run_1/m2.png
Bar = 20 um.
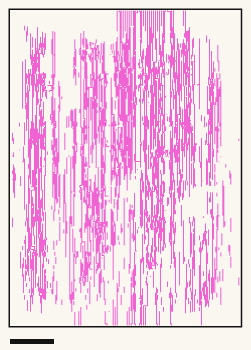
run_1/floorplan.png
Bar = 20 um. Pins as bars on the die edge.
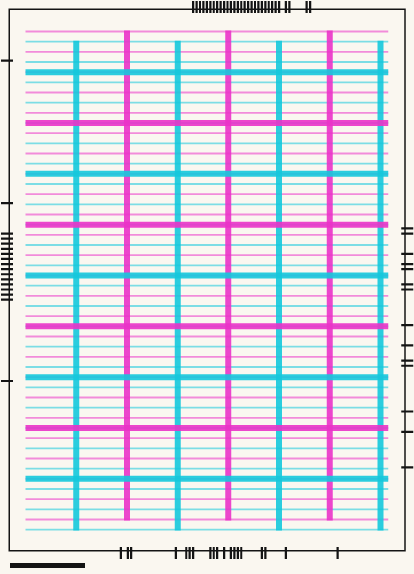
run_1/m3.png
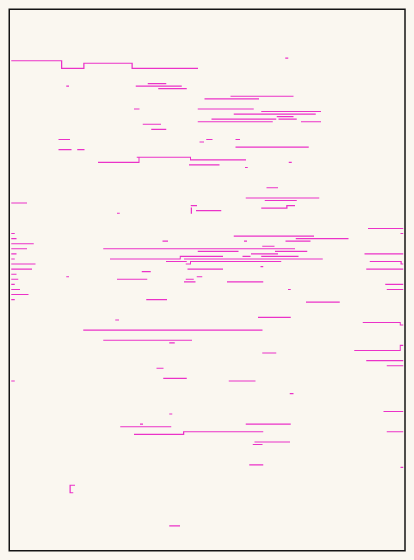
File: config.mk
export PLATFORM = sky130hd
export DESIGN_NAME = microstepper_chopper
export DESIGN_NICKNAME = d
export VERILOG_FILES = /design/src/rtl/microstepper_chopper.sv
export SDC_FILE = /design/constraint.sdc
export NUM_CORES = 1
export LEC_CHECK = 0
export CAP_MARGIN = 15
export CELL_PAD_IN_SITES_DETAIL_PLACEMENT = 0
export CELL_PAD_IN_SITES_GLOBAL_PLACEMENT = 1
export CORE_ASPECT_RATIO = 1.4
export CORE_MARGIN = 4
export CORE_UTILIZATION = 40
export CTS_CLUSTER_DIAMETER = 50
export DETAILED_ROUTE_END_ITERATION = 7
export GPL_TIMING_DRIVEN = 1
export MAX_ROUTING_LAYER = met4
export PLACE_DENSITY_LB_ADDON = 0.1
export SETUP_SLACK_MARGIN = 0.2
export SYNTH_ARGS = -nofsm -noshare
export SYNTH_HDL_FRONTEND = slang
export SYNTH_SLANG_ARGS = --single-unit
File: constraint.sdc
create_clock -name clk -period 3.3 [get_ports clk]
set_input_delay 0.33 -clock clk [delete_from_list [all_inputs] [get_ports clk]]
set_output_delay 0.33 -clock clk [all_outputs]
set_load 0.02 [all_outputs]
File: src/rtl/microstepper_chopper.sv
// Step/direction position counter plus one peak-current chopper FSM per H-bridge channel.
// A shared latched fault parks every channel with both low sides on until reset.
//   state | meaning
//   IDLE  | bridge disabled, both low sides on
//   DEAD  | all gates off before conduction or after a polarity change
//   BLANK | driving, comparator ignored while the current spike settles
//   ON    | driving until the peak comparator trips
//   FAST  | reversed drive, fast decay
//   SLOW  | both low sides on, slow decay
//   FAULT | latched shutdown, both low sides on
module microstepper_chopper #(
  parameter int NCH = 2,
  parameter int TW  = 10
) (
  input  logic             clk,
  input  logic             resetn,
  input  logic             enable,
  input  logic             step,
  input  logic             dir,
  input  logic [NCH-1:0]   pol,
  input  logic [NCH-1:0]   cmp,
  input  logic [TW-1:0]    cfg_blank,
  input  logic [TW-1:0]    cfg_fast,
  input  logic [TW-1:0]    cfg_slow,
  input  logic [TW-1:0]    cfg_dead,
  input  logic [TW-1:0]    cfg_min_on,
  input  logic             cfg_inv_hi,
  input  logic             cfg_inv_lo,
  output logic [2*NCH-1:0] hi,
  output logic [2*NCH-1:0] lo,
  output logic [NCH-1:0]   off_active,
  output logic [7:0]       phase_ct,
  output logic             faultn
);

  typedef enum logic [2:0] {
    ST_IDLE, ST_DEAD, ST_BLANK, ST_ON, ST_FAST, ST_SLOW, ST_FAULT
  } state_t;

  typedef struct packed {
    state_t        st;
    logic [TW-1:0] cnt;
    logic          clr_ton;
  } entry_t;

  localparam logic [TW-1:0] ONE = TW'(1);

  // Resolve the state actually entered: timed states with a zero count fall through
  // to their successor in the same transition; every chain ends in ON.
  function automatic entry_t enter(input state_t s, input logic [TW-1:0] c_dead,
                                   input logic [TW-1:0] c_blank, input logic [TW-1:0] c_fast,
                                   input logic [TW-1:0] c_slow);
    entry_t e;
    e.st      = s;
    e.cnt     = '0;
    e.clr_ton = 1'b0;
    if (e.st == ST_FAST) begin
      if (c_fast != '0) e.cnt = c_fast;
      else e.st = ST_SLOW;
    end
    if (e.st == ST_SLOW) begin
      if (c_slow != '0) e.cnt = c_slow;
      else e.st = ST_BLANK;
    end
    if (e.st == ST_DEAD) begin
      if (c_dead != '0) e.cnt = c_dead;
      else e.st = ST_BLANK;
    end
    if (e.st == ST_BLANK) begin
      e.clr_ton = 1'b1;
      if (c_blank != '0) e.cnt = c_blank;
      else e.st = ST_ON;
    end
    return e;
  endfunction

  entry_t ent_dead, ent_blank, ent_fast, ent_slow;
  assign ent_dead  = enter(ST_DEAD,  cfg_dead, cfg_blank, cfg_fast, cfg_slow);
  assign ent_blank = enter(ST_BLANK, cfg_dead, cfg_blank, cfg_fast, cfg_slow);
  assign ent_fast  = enter(ST_FAST,  cfg_dead, cfg_blank, cfg_fast, cfg_slow);
  assign ent_slow  = enter(ST_SLOW,  cfg_dead, cfg_blank, cfg_fast, cfg_slow);

  logic step_s1, step_s2, step_s3, dir_s1, dir_s2;
  logic [NCH-1:0] fault_ch;
  logic           fault_req;

  assign fault_req = |fault_ch;

  always_ff @(posedge clk) begin
    if (!resetn) begin
      step_s1  <= 1'b0;
      step_s2  <= 1'b0;
      step_s3  <= 1'b0;
      dir_s1   <= 1'b0;
      dir_s2   <= 1'b0;
      phase_ct <= 8'd0;
      faultn   <= 1'b1;
    end else begin
      step_s1 <= step;
      step_s2 <= step_s1;
      step_s3 <= step_s2;
      dir_s1  <= dir;
      dir_s2  <= dir_s1;
      if (step_s2 && !step_s3) phase_ct <= dir_s2 ? phase_ct + 8'd1 : phase_ct - 8'd1;
      if (fault_req) faultn <= 1'b0;
    end
  end

  for (genvar i = 0; i < NCH; i++) begin : g_ch
    state_t        state_q;
    entry_t        ent;
    logic [TW-1:0] cnt_q, ton_q, ton_d;
    logic          pol_q, pol_chg, expired, regulating, rev;
    logic [1:0]    want_hi, want_lo, hi_q, lo_q;
    logic          off_q;

    assign pol_chg     = pol[i] ^ pol_q;
    assign expired     = (cnt_q == ONE);
    assign regulating  = state_q inside {ST_BLANK, ST_ON, ST_FAST, ST_SLOW};
    assign fault_ch[i] = (state_q == ST_ON) && cmp[i] && (ton_q < cfg_min_on);

    always_comb begin
      ent.st      = state_q;
      ent.cnt     = (cnt_q == '0) ? '0 : cnt_q - ONE;
      ent.clr_ton = 1'b0;
      if (fault_req || !faultn) begin
        ent.st  = ST_FAULT;
        ent.cnt = '0;
      end else if (state_q == ST_FAULT) begin
        ent.cnt = '0;
      end else if (!enable) begin
        ent.st  = ST_IDLE;
        ent.cnt = '0;
      end else if (pol_chg && regulating) begin
        ent = ent_dead;
      end else begin
        case (state_q)
          ST_IDLE:  ent = ent_dead;
          ST_DEAD:  if (expired) ent = ent_blank;
          ST_BLANK: if (expired) ent.st = ST_ON;
          ST_ON:    if (cmp[i]) ent = ent_fast;
          ST_FAST:  if (expired) ent = ent_slow;
          ST_SLOW:  if (expired) ent = ent_blank;
          default:  ;
        endcase
      end
    end

    always_comb begin
      ton_d = ton_q;
      if (ent.clr_ton) ton_d = '0;
      else if ((state_q == ST_BLANK || state_q == ST_ON) && ton_q != '1) ton_d = ton_q + ONE;
    end

    // Bit 0 is half-bridge A; the sourcing half swaps with polarity and in FAST.
    assign rev = pol_q ^ (state_q == ST_FAST);

    always_comb begin
      want_hi = 2'b00;
      want_lo = 2'b11;
      if (state_q inside {ST_BLANK, ST_ON, ST_FAST}) begin
        want_hi = rev ? 2'b10 : 2'b01;
        want_lo = rev ? 2'b01 : 2'b10;
      end else if (state_q == ST_DEAD) begin
        want_lo = 2'b00;
      end
    end

    // A high side may only turn on if its low side was already off last cycle, so
    // direct low-to-high handovers (ON->FAST, SLOW->BLANK) get one cycle of gap.
    always_ff @(posedge clk) begin
      if (!resetn) begin
        state_q <= ST_IDLE;
        cnt_q   <= '0;
        ton_q   <= '0;
        pol_q   <= 1'b0;
        hi_q    <= 2'b00;
        lo_q    <= 2'b11;
        off_q   <= 1'b0;
      end else begin
        state_q <= ent.st;
        cnt_q   <= ent.cnt;
        ton_q   <= ton_d;
        pol_q   <= pol[i];
        hi_q    <= want_hi & ~lo_q;
        lo_q    <= want_lo;
        off_q   <= (state_q == ST_FAST) || (state_q == ST_SLOW);
      end
    end

    assign hi[2*i +: 2]  = hi_q ^ {2{cfg_inv_hi}};
    assign lo[2*i +: 2]  = lo_q ^ {2{cfg_inv_lo}};
    assign off_active[i] = off_q;
  end

endmodule

==> commit_impl_results.txt, run 1 <==
Refresh implementation metrics

* Result of the run: finished, final reports clean
- The data required time reported for the critical path is 3.57 ns.
- Logic depth of the worst path, buffers included: 8
* Most prevalent standard cell on the critical path: a31oi_1
- H-Tree Depth: 3
* Count of inserted antenna diode cells: 0
* Dpl cells: 943
* Worst reg-to-reg setup slack: 0.45 ns
- Final routed DRC violation total: 0
- Port buffer count: 79
* DR WL/cell: 19.6 um
- In this run the tools logged warnings totalling 30.
- Unrepaired setup endpoints after global routing: false
- For this design, the sink count on the clock tree is 72.
- Max fanout on the critical path was recorded as 5.
* Peak per-stage delay on the critical path: 0.53 ns
- Sequential cell area fraction in the yosys report: 27.1%
- The number of global-route vias before repair was 5453.
* Path type of the worst setup path: reg -> reg
- Each instance of the synthesized netlist takes up on average 7.72 um2.
- Pin count of the biggest net entering global routing: 20
- Buffers inserted during clock tree synthesis total 9.
* Half-perimeter wire length after detailed placement: 15100 um
- Wire length of the first global-routing pass: 29000 um
* Largest cells by area after synthesis: dfxtp_1, ha_1, a21oi_1, nor2_1, xor2_1
* Core utilization at floorplan: 41.1%
- Data arrival time of the critical path: 3.12 ns
* Netlist Area Pre-Place: 0.00532 mm2
- Library cell with the highest instance count after synthesis: nor2_1
* Post-Route Setup TNS: 0 ns
* Count of filler cells inserted in the layout: 1321
* Clk pin slew, worst setup/hold paths: 0.06 ns
* # IOs: 80
- The initial antenna violation count was 0.
- TritonCTS built the clock tree.
- The congestion estimate from routability-driven global placement came to 0.907.
- The worst hold path begins at dir_s1$_SDFF_PN0_.
- Static timing analysis puts the maximum clock frequency at 350 MHz.
- Yosys shows that the main logic family after synthesis is AND-OR/OR-AND gates.
* Reported max-cap violation count: 0
- Subtracting the final worst setup slack from the clock period gives 2.85 ns.
* Startpoint type of the worst setup path: flop
- Yosys top cell by area: dfxtp_1
* Clock network latency to the later pin of the worst-skew pair: 0.34 ns
- Yosys reports that the leading cell type by area covers 27.1% of the netlist area.
- Average via count per standard cell: 5.73
- For this run, the post-layout net count is 870.
- Number of distinct library cells after synthesis: 77
- Number of gates resized after CTS: 0
- Proportion of register bits with asynchronous set or reset after synthesis: 0%
- Buffers added to address setup during post-CTS repair amount to 0.
- The cell sequence reported for the critical path is ha_1 -> or4b_1 -> or3_1 -> nor3_1 -> a31oi_1 -> nor2_2 -> o21ai_0 -> a31oi_1.
- Cell at the root of the clock tree: clkbuf_16
- The number of nets handed over by synthesis was 783.
- Critical-path cell with the highest stage delay: or4b_1
- Complex Gates by Area: 27.1%
- In this run, synthesis inferred 0 flip-flops with an integrated enable.
* Most common flop cell mapped by yosys: dfxtp_1
* Cell count listed in synth_stat.txt: 689
- Yosys reports a chip area of 0.00532 mm2.
* Area of the die: 0.0152 mm2
- The detail route stage leaves a number of antenna-violating nets equal to 0.
- Share of post-route cells with drive strength above 1: 8.07%
* Xor/xnor share of the synthesized area: 7.74%
* Register bit total from synthesis: 72
* Hold path depth: 1
* Worst-margin pin slew: 0.739 ns
* Number of search-and-repair iterations in the first detailed-routing pass: 5
- Number of instances in the synthesized netlist: 689
* Global route total overflow: 0
- Max-slew violations: 0
- The synthesis report lists the Yosys warning total as 0.
* Total GRT Usage: 25.1%
* Pwr Density: 426 mW/mm2
- Post-synthesis share of cell area spent on and, or, nand and nor gates: 24.8%
- CTS reports a maximum clock tree buffer depth of 2.
* Top cells by instance count after synthesis: nor2_1, a21oi_1, dfxtp_1, nand2_1, ha_1
- Hold Path End: dir_s2$_SDFF_PN0_
- Final cycle utilization of the critical path: 86.5%
* Class of the worst hold path: reg -> reg
- Mux area share: 0.941%
- Number of cell instances on the worst register-to-register path: 8
## Picture notes: m2.png
share of all routed wire: 53%
nets with wire on the layer: 722
longest straight run: 54.7 um
met2 usage: 46.7%
via count: 5491
wire length after detailed routing: 18800 um

## Picture notes: floorplan.png
| colour | net |
|---|---|
| magenta | VDD |
| cyan | VSS |
rows: 49
met5 straps: 9
met4 straps: 7
largest voltage drop on the vdd net: 0.203 mV
overall die height: 144 um
die width: 105 um
total core area: 0.0129 mm2

## Picture notes: m3.png
nets with wire on the layer: 88
main direction: horizontal
share of all routed wire: 5.1%
wire length on this layer: 950 um
longest straight run: 51.1 um
met3 usage in global routing: 4.11%

[run 1: layout make-up]
cell class,instances,area [um2],share of cell area [%]
sequential,72,1440,21.5
multi-input combinational,560,3650,54.5
clock inverter,6,67.6,1.01
tap,178,223,3.33
clock buffer,10,229,3.42
inverter,30,113,1.68
timing repair buffer,103,971,14.5
[run 1: flip-flops by register name, indices dropped and copies added (netlist names)]
register,flops
g_ch.lo_q,4
step_s1,1
dir_s1,1
g_ch.pol_q,2
faultn,1
step_s2,1
dir_s2,1
g_ch.ton_q,20
step_s3,1
g_ch.off_q,2
g_ch.state_q,6
g_ch.cnt_q,20
phase_ct,8
g_ch.hi_q,4
[run 1: layer usage]
metal | vias to the layer above | track usage [%] | wire [um]
met5 | - | - | 0
met4 | 0 | 9.19 | 508
met3 | 35 | 4.11 | 950
met2 | 180 | 46.7 | 10000
met1 | 2575 | 26.6 | 7290
li1 | 2701 | - | -
[run 1: layout by cell type (no fill, tap or decap), drive strengths merged, types with 7 or more instances in the layout]
master         Yosys  routed
clkbuf            14      10
dfxtp             72      72
nand4              8       8
nor4               7       7
o221ai             7       7
nand3             20      20
nor2b             12      12
nor2              78      78
inv               29      30
o22ai             11      11
clkdlybuf4s50      0      79
xnor2             18      18
ha                32      32
or4                7       7
o21ai             28      28
a21oi             73      73
nor3              23      23
and2              10      10
xor2              29      29
a21o              13      13
a211oi            13      13
a31oi             12      12
nand2             52      52
nand2b            10      10
buf               13      24
[run 1: stage by stage]
stage          utilization [%]  worst slack (ns)  instance area, um2  hold WS [ns]
2_1_floorplan                -             0.953                5320         0.412
3_3_place_gp              49.5             0.339                6400         0.416
3_5_place_dp              49.5             0.319                6400         0.422
4_1_cts                   51.8             0.479                6700         0.438
5_1_grt                   51.8             0.326                6700         0.465
6_report                  51.8             0.447                6700         0.432
[run 1: how the worst max path moves through the flow]
stage	start	to	slack, ns
after floorplan	g_ch[1].cnt_q[1]$_SDFF_PP0_	g_ch[1].ton_q[0]$_SDFFE_PP0P_	0.95
after global placement	cfg_slow[7]	g_ch[1].ton_q[3]$_SDFFE_PP0P_	0.34
after detailed placement	cfg_slow[7]	g_ch[1].ton_q[4]$_SDFFE_PP0P_	0.32
after CTS	g_ch[1].cnt_q[0]$_SDFF_PP0_	g_ch[1].cnt_q[3]$_SDFF_PP0_	0.48
after global routing	g_ch[1].cnt_q[0]$_SDFF_PP0_	g_ch[1].cnt_q[5]$_SDFF_PP0_	0.33
final	g_ch[1].cnt_q[0]$_SDFF_PP0_	g_ch[1].cnt_q[3]$_SDFF_PP0_	0.45
[run 1: kinds of logic (layout without fill, tap and decap cells)]
group / Yosys count / after routing
and+or+nand+nor: 258 / 258
AOI/OAI and AO/OA: 217 / 217
muxes: 5 / 5
xor gates and xnor gates: 47 / 47
buffers and inverters: 57 / 149
DFF: 72 / 72
adders and majority gates: 33 / 33
[run 1: power breakdown]
part / switching [mW] / leakage (nW) / internal (mW) / total (mW)
clock network: 0.415 / 0.139 / 0.589 / 1.00
registers: 0.0629 / 0.587 / 0.920 / 0.983
logic: 0.481 / 1.88 / 0.388 / 0.869
total: 0.959 / 2.60 / 1.90 / 2.86
run_1/layers.png
Bar = 20 um. Only two layers are drawn.
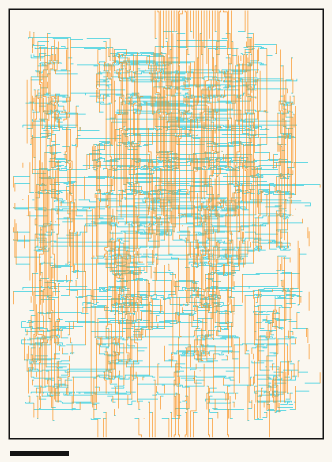

==> inputs of run 2 (changes only) <==
CORE_UTILIZATION = 41   (was 40)
PLACE_DENSITY = 0.81   (was unset)
PLACE_DENSITY_LB_ADDON = unset   (was 0.1)
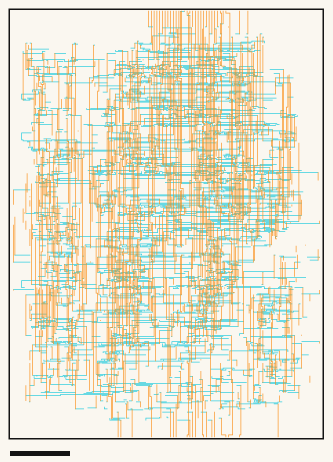
run_2/layers.png
Bar = 20 um. Only two layers are drawn.
| colour | layer | wire length |
|---|---|---|
| cyan | M1 | 7180 um |
| orange | M2 | 9560 um |
via count: 5593
wire length after detailed routing: 18400 um

==> run 2 against run 1 <==
  * Combinational power shrank 1%
  * Cell area decreased by 0.56%
  * Flip-flop count is the same
  * Non-clock buffer count fell by 2
  * Setup slack improved by 0.0078 ns
  * Sequential share of layout area increased by 0.12 points
  * Register-to-register slack is essentially flat
  * First-iteration DRC count grew 15%
  * Clock skew rose by 0.0016 ns
  * Clock-buffer cell count down 1
  * Worst hold slack better by 0.0022 ns
  * Highest routed layer unchanged
  * Clock power is essentially flat
==> commit_impl_results.txt, run 2 <==
Refresh implementation metrics

* Count of warning messages emitted by the tools: 30 (unchanged)
- The worst voltage drop across the vdd grid was 0.301 mV (+48%).
- Most common flop cell mapped by yosys: dfxtp_1
- Combined flip-flop and latch cell area: 0.00144 mm2 (unchanged)
- Capture point of the critical path: g_ch[1].cnt_q[3]$_SDFF_PP0_
- After synthesis, the cell types taking the most area are dfxtp_1, ha_1, a21oi_1, nor2_1, xor2_1.
* Wire length of the first global-routing pass: 29300 um (+1.2%)
- Maximum root-to-sink buffer count: 2 (unchanged)
- The library cells used most frequently in the layout, excluding fill and tap cells, are clkdlybuf4s50_1, nor2_1, a21oi_1, dfxtp_1, nand2_1.
- The die extent in y is 143 um (-1.2%).
- Count of filler cells inserted in the layout: 1264 (-4.3%)
- Die width: 104 um (-1.1%)
- The xor-xnor portion of the synthesized cell area is 7.74% (unchanged).
- The yosys warning tally was 0 (unchanged).
- The total number of clock tree sinks came to 72 (unchanged).
- The area used by multi-input combinational logic was 0.00365 mm2 (unchanged).
- Global route total overflow: 0 (unchanged)
* Class of the worst hold path: reg -> reg
* Count of inserted antenna diode cells: 0 (unchanged)
* Worst path setup slack after routing: 0.455 ns (+0.00780 ns)
- Clock network latency to the later pin of the worst-skew pair: 0.35 ns (about the same)
- Num CTS Buffers: 9 (unchanged)
- The tree is rooted in a clkbuf_16.
* Number of distinct library cells after synthesis: 77 (unchanged)
- The flow ran to the end, and the final reports show no timing, DRC or antenna violations.
- The maximum frequency from static timing analysis was 351 MHz (+0.27%).
* Complex Gates by Area: 27.1% (unchanged)
* Worst hold slack across all endpoints: 0.434 ns (+0.00220 ns)
- The number of setup buffers added after CTS is 0 (unchanged).
- Total GRT Usage: 25.4% (+0.33 points)
* Startpoint type of the worst setup path: flop
- Reported max-cap violation count: 0 (unchanged)
* Core utilization at floorplan: 41.5% (+0.39 points)
- The chip area from the yosys synthesis statistics came to 0.00532 mm2 (unchanged).
- Proportion of register bits with asynchronous set or reset after synthesis: 0% (unchanged)
* # IOs: 80 (unchanged)
- The number of gates resized after cts came to 0 (unchanged).
- The setup slack on the worst flop-to-flop path is 0.45 ns (about the same).
* Final routed DRC violation total: 0 (unchanged)
* Yosys top cell by area: dfxtp_1
- Number of flops mapped to enable cells by yosys: 0 (unchanged)
- Most used logic cell in the final layout: clkdlybuf4s50_1
* Sequential cell area fraction in the yosys report: 27.1% (unchanged)
* Area of the die: 0.0149 mm2 (-2.3%)
- The data required time at the worst endpoint was 3.57 ns (about the same).
- Tracing the worst setup path back leads to its startpoint at g_ch[1].cnt_q[0]$_SDFF_PP0_.
- The depth of the CTS H-tree came to 3 (unchanged).
- The worst-case setup slack after placement came to 0.300 ns (-0.0196 ns).
- Path type of the worst setup path: reg -> reg
- The yosys stat cell total is 689 (unchanged).
- Critical-path cell with the highest stage delay: or4b_1
- The number of instances in the synthesized netlist was 689 (unchanged).
- Clk pin slew, worst setup/hold paths: 0.06 ns (about the same)
- Among the stages of the critical path, the cell type that occurs most often is a31oi_1.
- Max-slew violations: 0 (unchanged)
- Clock tree from TritonCTS: done
- Peak per-stage delay on the critical path: 0.54 ns (about the same)
- Unrepaired setup endpoints after global routing: false
- Register bit total from synthesis: 72 (unchanged)
- Max-area cell share: 27.1% (unchanged)
- The signal arrival time at the worst endpoint is 3.11 ns (about the same).
- DR WL/cell: 19.8 um (+1.0%)
- Total core area: 0.0128 mm2 (-0.95%)
- Final cycle utilization of the critical path: 86.2% (-0.24 points)
* Library cell with the highest instance count after synthesis: nor2_1
* Peak fanout along the critical path: 5 (unchanged)
- Netlist Area Pre-Place: 0.00532 mm2 (unchanged)
* Mux area share: 0.941% (unchanged)
- The number of nets with antenna violations after detailed routing was 0 (unchanged).
- The detailed-placement wirelength estimate came to 14600 um (-3.3%).
- Number of cell instances on the worst register-to-register path: 8 (unchanged)
- Grouping non-sequential cells by family puts the most area in AND-OR/OR-AND gates.
- The final sum of negative setup slack is 0 ns (unchanged).
- Pin count of the biggest net entering global routing: 20 (unchanged)
- Syn Nets: 783 (unchanged)
* Top cells by instance count after synthesis: nor2_1, a21oi_1, dfxtp_1, nand2_1, ha_1
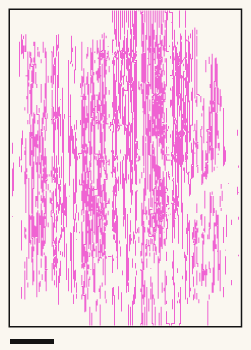
run_2/m2.png
Bar = 20 um.
share of all routed wire: 52%
main direction: vertical
met2 usage: 46.3%

run 2: cell counts after synthesis:
No cell type changed its count.
run 2: logic make-up (layout without fill, tap and decap cells):
| group | count (synthesis) | in the layout |
|---|---|---|
| flops | 72 | 72 |
| simple gates | 258 | 258 |
| mux | 5 | 5 |
| fa+ha+maj | 33 | 33 |
| compound gates | 217 | 217 |
| buf+inv | 57 | 147 |
| xor+xnor | 47 | 47 |
run 2: how the worst min path moves through the flow:
stage / endpoint / startpoint / cells past startpoint
6_report: dir_s2$_SDFF_PN0_ / dir_s1$_SDFF_PN0_ / 1
5_1_grt: g_ch[0].hi_q[1]$_SDFF_PN0_ / g_ch[0].lo_q[1]$_SDFF_PN1_ / 1
4_1_cts: dir_s2$_SDFF_PN0_ / dir_s1$_SDFF_PN0_ / 1
3_5_place_dp: dir_s2$_SDFF_PN0_ / dir_s1$_SDFF_PN0_ / 1
3_3_place_gp: dir_s2$_SDFF_PN0_ / dir_s1$_SDFF_PN0_ / 1
2_1_floorplan: dir_s2$_SDFF_PN0_ / dir_s1$_SDFF_PN0_ / 1
run 2: cell type report:
class | count | share of cell area, %
Multi-Input combinational cell | 560 | 54.8
Sequential cell | 72 | 21.6
Timing Repair Buffer | 101 | 14.4
Clock buffer | 9 | 3.38
Tap cell | 153 | 2.87
Inverter | 30 | 1.69
Clock inverter | 7 | 1.20
run 2: critical path, delay by kind of cell (launching register included):
family | cells | cell delay, ns
flip-flops | 1 | 0.45
adder cells (fa/ha/maj) | 1 | 0.23
AND-OR/OR-AND | 3 | 0.50
AND/OR/NAND/NOR | 4 | 1.59
run 2: metrics by stage:
step | instances | util (%) | instance area [um2]
after floorplan | 689 | - | 5320
after global placement | 916 | 49.6 | 6350
after detailed placement | 916 | 49.6 | 6350
after CTS | 932 | 52.0 | 6660
after global routing | 932 | 52.0 | 6660
final | 932 | 52.0 | 6660
run 2: routing by layer:
layer	global-route usage [%]	share of wire (%)
met4	10.9	3.7
met2	46.3	52
met3	4.03	5.4
met5	-	0
met1	27.3	39
run 2: report_power, final:
part           switching (mW)  total [mW]  leakage [nW]  internal [mW]
Combinational           0.473       0.858          1.87          0.385
Sequential             0.0641       0.984         0.587          0.919
Clock                   0.427        1.02         0.148          0.595
Total                   0.965        2.86          2.60           1.90
==> inputs of run 3 (changes only) <==
SKIP_LAST_GASP = 1   (was unset)
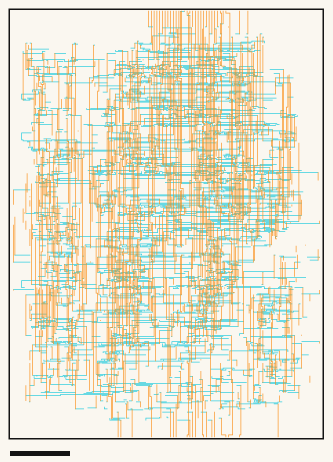
run_3/layers.png
Bar = 20 um. Only two layers are drawn.
| colour | layer | wire length |
|---|---|---|
| cyan | M1 | 7180 um |
| orange | M2 | 9560 um |
Total GRT Usage: 25.4%
DR WL/cell: 19.8 um

==> run 3 against run 2 <==
  * Total power stayed put
  * Largest cell class unchanged
  * Non-clock buffer count unchanged
  * Flip-flop count did not move
  * Cell area unchanged
  * Clock skew did not move
  * Critical path type unchanged
  * Clock-buffer cell count stayed put
  * Critical endpoint unchanged
==> commit_impl_results.txt, run 3 <==
Refresh implementation metrics

- Reported max-cap violation count: 0 (unchanged)
- H-Tree Depth: 3 (unchanged)
- The flow ran to the end, and the final reports show no timing, DRC or antenna violations.
* Switching fraction of total power: 33.7% (unchanged)
- Post CTS Setup Buffer Count: 0 (unchanged)
* Number of gates resized after CTS: 0 (unchanged)
- The number of diodes was 0 (unchanged).
- Met1 wire length: 7180 um (unchanged)
* Peak fanout along the critical path: 5 (unchanged)
- The wire length on met2 came to 9560 um (unchanged).
* Peak per-stage delay on the critical path: 0.54 ns (about the same)
* Core utilization at floorplan: 41.5% (unchanged)
* Hold violation count in the final report: 0
- Most used logic cell in the final layout: clkdlybuf4s50_1
* Power Internal: 1.90 mW (unchanged)
- Maximum frequency from static timing analysis: 351 MHz (unchanged)
- The core utilization of the finished layout came to 52.0% (unchanged).
* Cell count listed in synth_stat.txt: 689 (unchanged)
- Fraction of power consumed by combinational cells: 30.0% (about the same)
* Most common flop cell mapped by yosys: dfxtp_1
* Data arrival time of the critical path: 3.11 ns (about the same)
- Number of distinct library cells after synthesis: 77 (unchanged)
- Critical-path cell with the highest stage delay: or4b_1
- nor2_1 is the most common cell in the netlist.
- The sequential power share was 34.3% (about the same).
- Number of flops mapped to enable cells by yosys: 0 (unchanged)
- The final clock period utilization by the worst path was 86.2% (unchanged).
- Number of sinks driven by the clock tree: 72 (unchanged)
- The standard cell core area came to 0.0128 mm2 (unchanged).
- The overall die width was 104 um (unchanged).
- The CTS clock-pin slew for the worst setup and hold paths came to 0.06 ns (about the same).
- Half-perimeter wire length after detailed placement: 14600 um (unchanged)
* Cell at the root of the clock tree: clkbuf_16
* Class of the worst hold path: reg -> reg
- Unrepaired setup endpoints after global routing: false
- The wire length after detailed routing came to 18400 um (unchanged).
- Relative slew slack: 52.6%
- TritonCTS built the clock tree.
- The number of nets with antenna violations after detailed routing is 0 (unchanged).
- The final tally of max-slew violations came to 0 (unchanged).
* Overall die height: 143 um (unchanged)
- The number of instances in the synthesized netlist is 689 (unchanged).
* Num CTS Buffers: 9 (unchanged)
* Proportion of register bits with asynchronous set or reset after synthesis: 0% (unchanged)
- The net count of the mapped netlist came to 783 (unchanged).
- Highest layer used for signal routing: met4
- The number of top-level pins is 80 (unchanged).
- The first-pass GRT wire length is 29300 um (unchanged).
- The clock latency of the later-clocked register in the worst-skew pair was 0.35 ns (about the same).
- Clk pwr share: 35.7% (about the same)
- Largest voltage drop on the vdd net: 0.301 mV (unchanged)
- Maximum root-to-sink buffer count: 2 (unchanged)
- Netlist Area Pre-Place: 0.00532 mm2 (unchanged)
- In this run the most critical hold path is launched from dir_s1$_SDFF_PN0_.
* Global route total overflow: 0 (unchanged)
- Path type of the worst setup path: reg -> reg
- Final routed DRC violation total: 0 (unchanged)
- The worst setup path is launched from a flop.
- The yosys warning tally came to 0 (unchanged).
- The register share after synthesis is 27.1% (unchanged).
* Top cells by instance count after synthesis: nor2_1, a21oi_1, dfxtp_1, nand2_1, ha_1
- Worst path setup slack after routing: 0.455 ns (unchanged)
- The timing report attributes the biggest portion of critical-path delay to simple AND/OR/NAND/NOR gates.
- Routed met3 length: 1000 um (unchanged)
* Post-route design area: 0.00666 mm2 (unchanged)
- The chip footprint came to 0.0149 mm2 (unchanged).
- The critical path starts at g_ch[1].cnt_q[0]$_SDFF_PP0_.
* Largest cells by area after synthesis: dfxtp_1, ha_1, a21oi_1, nor2_1, xor2_1
- CP bufs+invs: 0 (unchanged)
* Placed standard-cell area: 0.00635 mm2 (unchanged)
- The final sum of negative setup slack was 0 ns (unchanged).
* Count of warning messages emitted by the tools: 30 (unchanged)
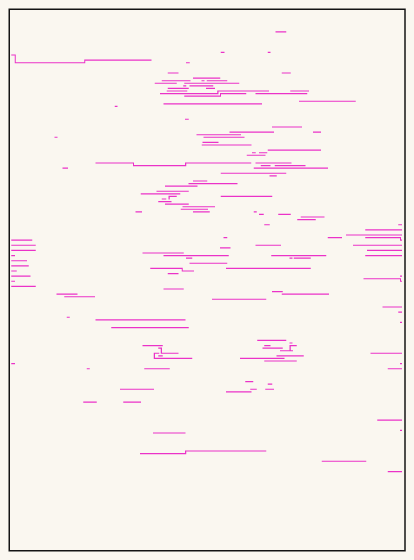
run_3/m3.png
longest straight run: 25.8 um
wire length on this layer: 1000 um
met3 usage in global routing: 4.03%

## run 3: metrics by stage
stage                     hold WS [ns]  std cells
after global routing             0.459        932
final                            0.434        932
after floorplan                  0.412        689
after CTS                        0.438        932
after detailed placement         0.422        916
after global placement           0.416        916
## run 3: power groups by stage
stage                     registers [mW]  logic [mW]  clock network, mW
final                              0.984       0.858               1.02
after detailed placement            1.00       0.845                  0
after global routing               0.992       0.940               1.07
after CTS                          0.983       0.852               1.04
after global placement              1.00       0.841                  0
after floorplan                    0.983       0.552                  0
## run 3: area by class of cell
cell class	instances	area, um2
Fill cell	1264	6150
Timing Repair Buffer	101	956
Clock inverter	7	80.1
Tap cell	153	191
Multi-Input combinational cell	560	3650
Sequential cell	72	1440
Clock buffer	9	225
Inverter	30	113
## run 3: logic make-up (layout without fill, tap and decap cells)
kind of cell	Yosys count	after routing	synth area share [%]
and+or+nand+nor	258	258	24.8
AOI/OAI and AO/OA	217	217	27.1
DFF	72	72	27.1
buffers and inverters	57	147	4.40
xor gates and xnor gates	47	47	7.74
adders and majority gates	33	33	7.90
muxes	5	5	0.941
## run 3: final timing paths
kind	endpoint	slack (ns)	cells after the start
max	g_ch[1].cnt_q[3]$_SDFF_PP0_	0.45	8
min	dir_s2$_SDFF_PN0_	0.43	1
max reg2reg	g_ch[1].cnt_q[3]$_SDFF_PP0_	0.45	8
min reg2reg	dir_s2$_SDFF_PN0_	0.43	1
## run 3: routing by layer
metal / up-vias / GRT usage, %
met1: 2609 / 27.3
li1: 2705 / -
met4: 0 / 10.9
met5: - / -
met2: 231 / 46.3
met3: 48 / 4.03
## run 3: worst reg2reg max path: cells and delay by family (launching register included)
family,cells,cell delay [ns]
DFF,1,0.45
adders and majority gates,1,0.23
AOI/OAI and AO/OA,3,0.50
and+or+nand+nor,4,1.59
Power is estimated from default activity; no workload was simulated.
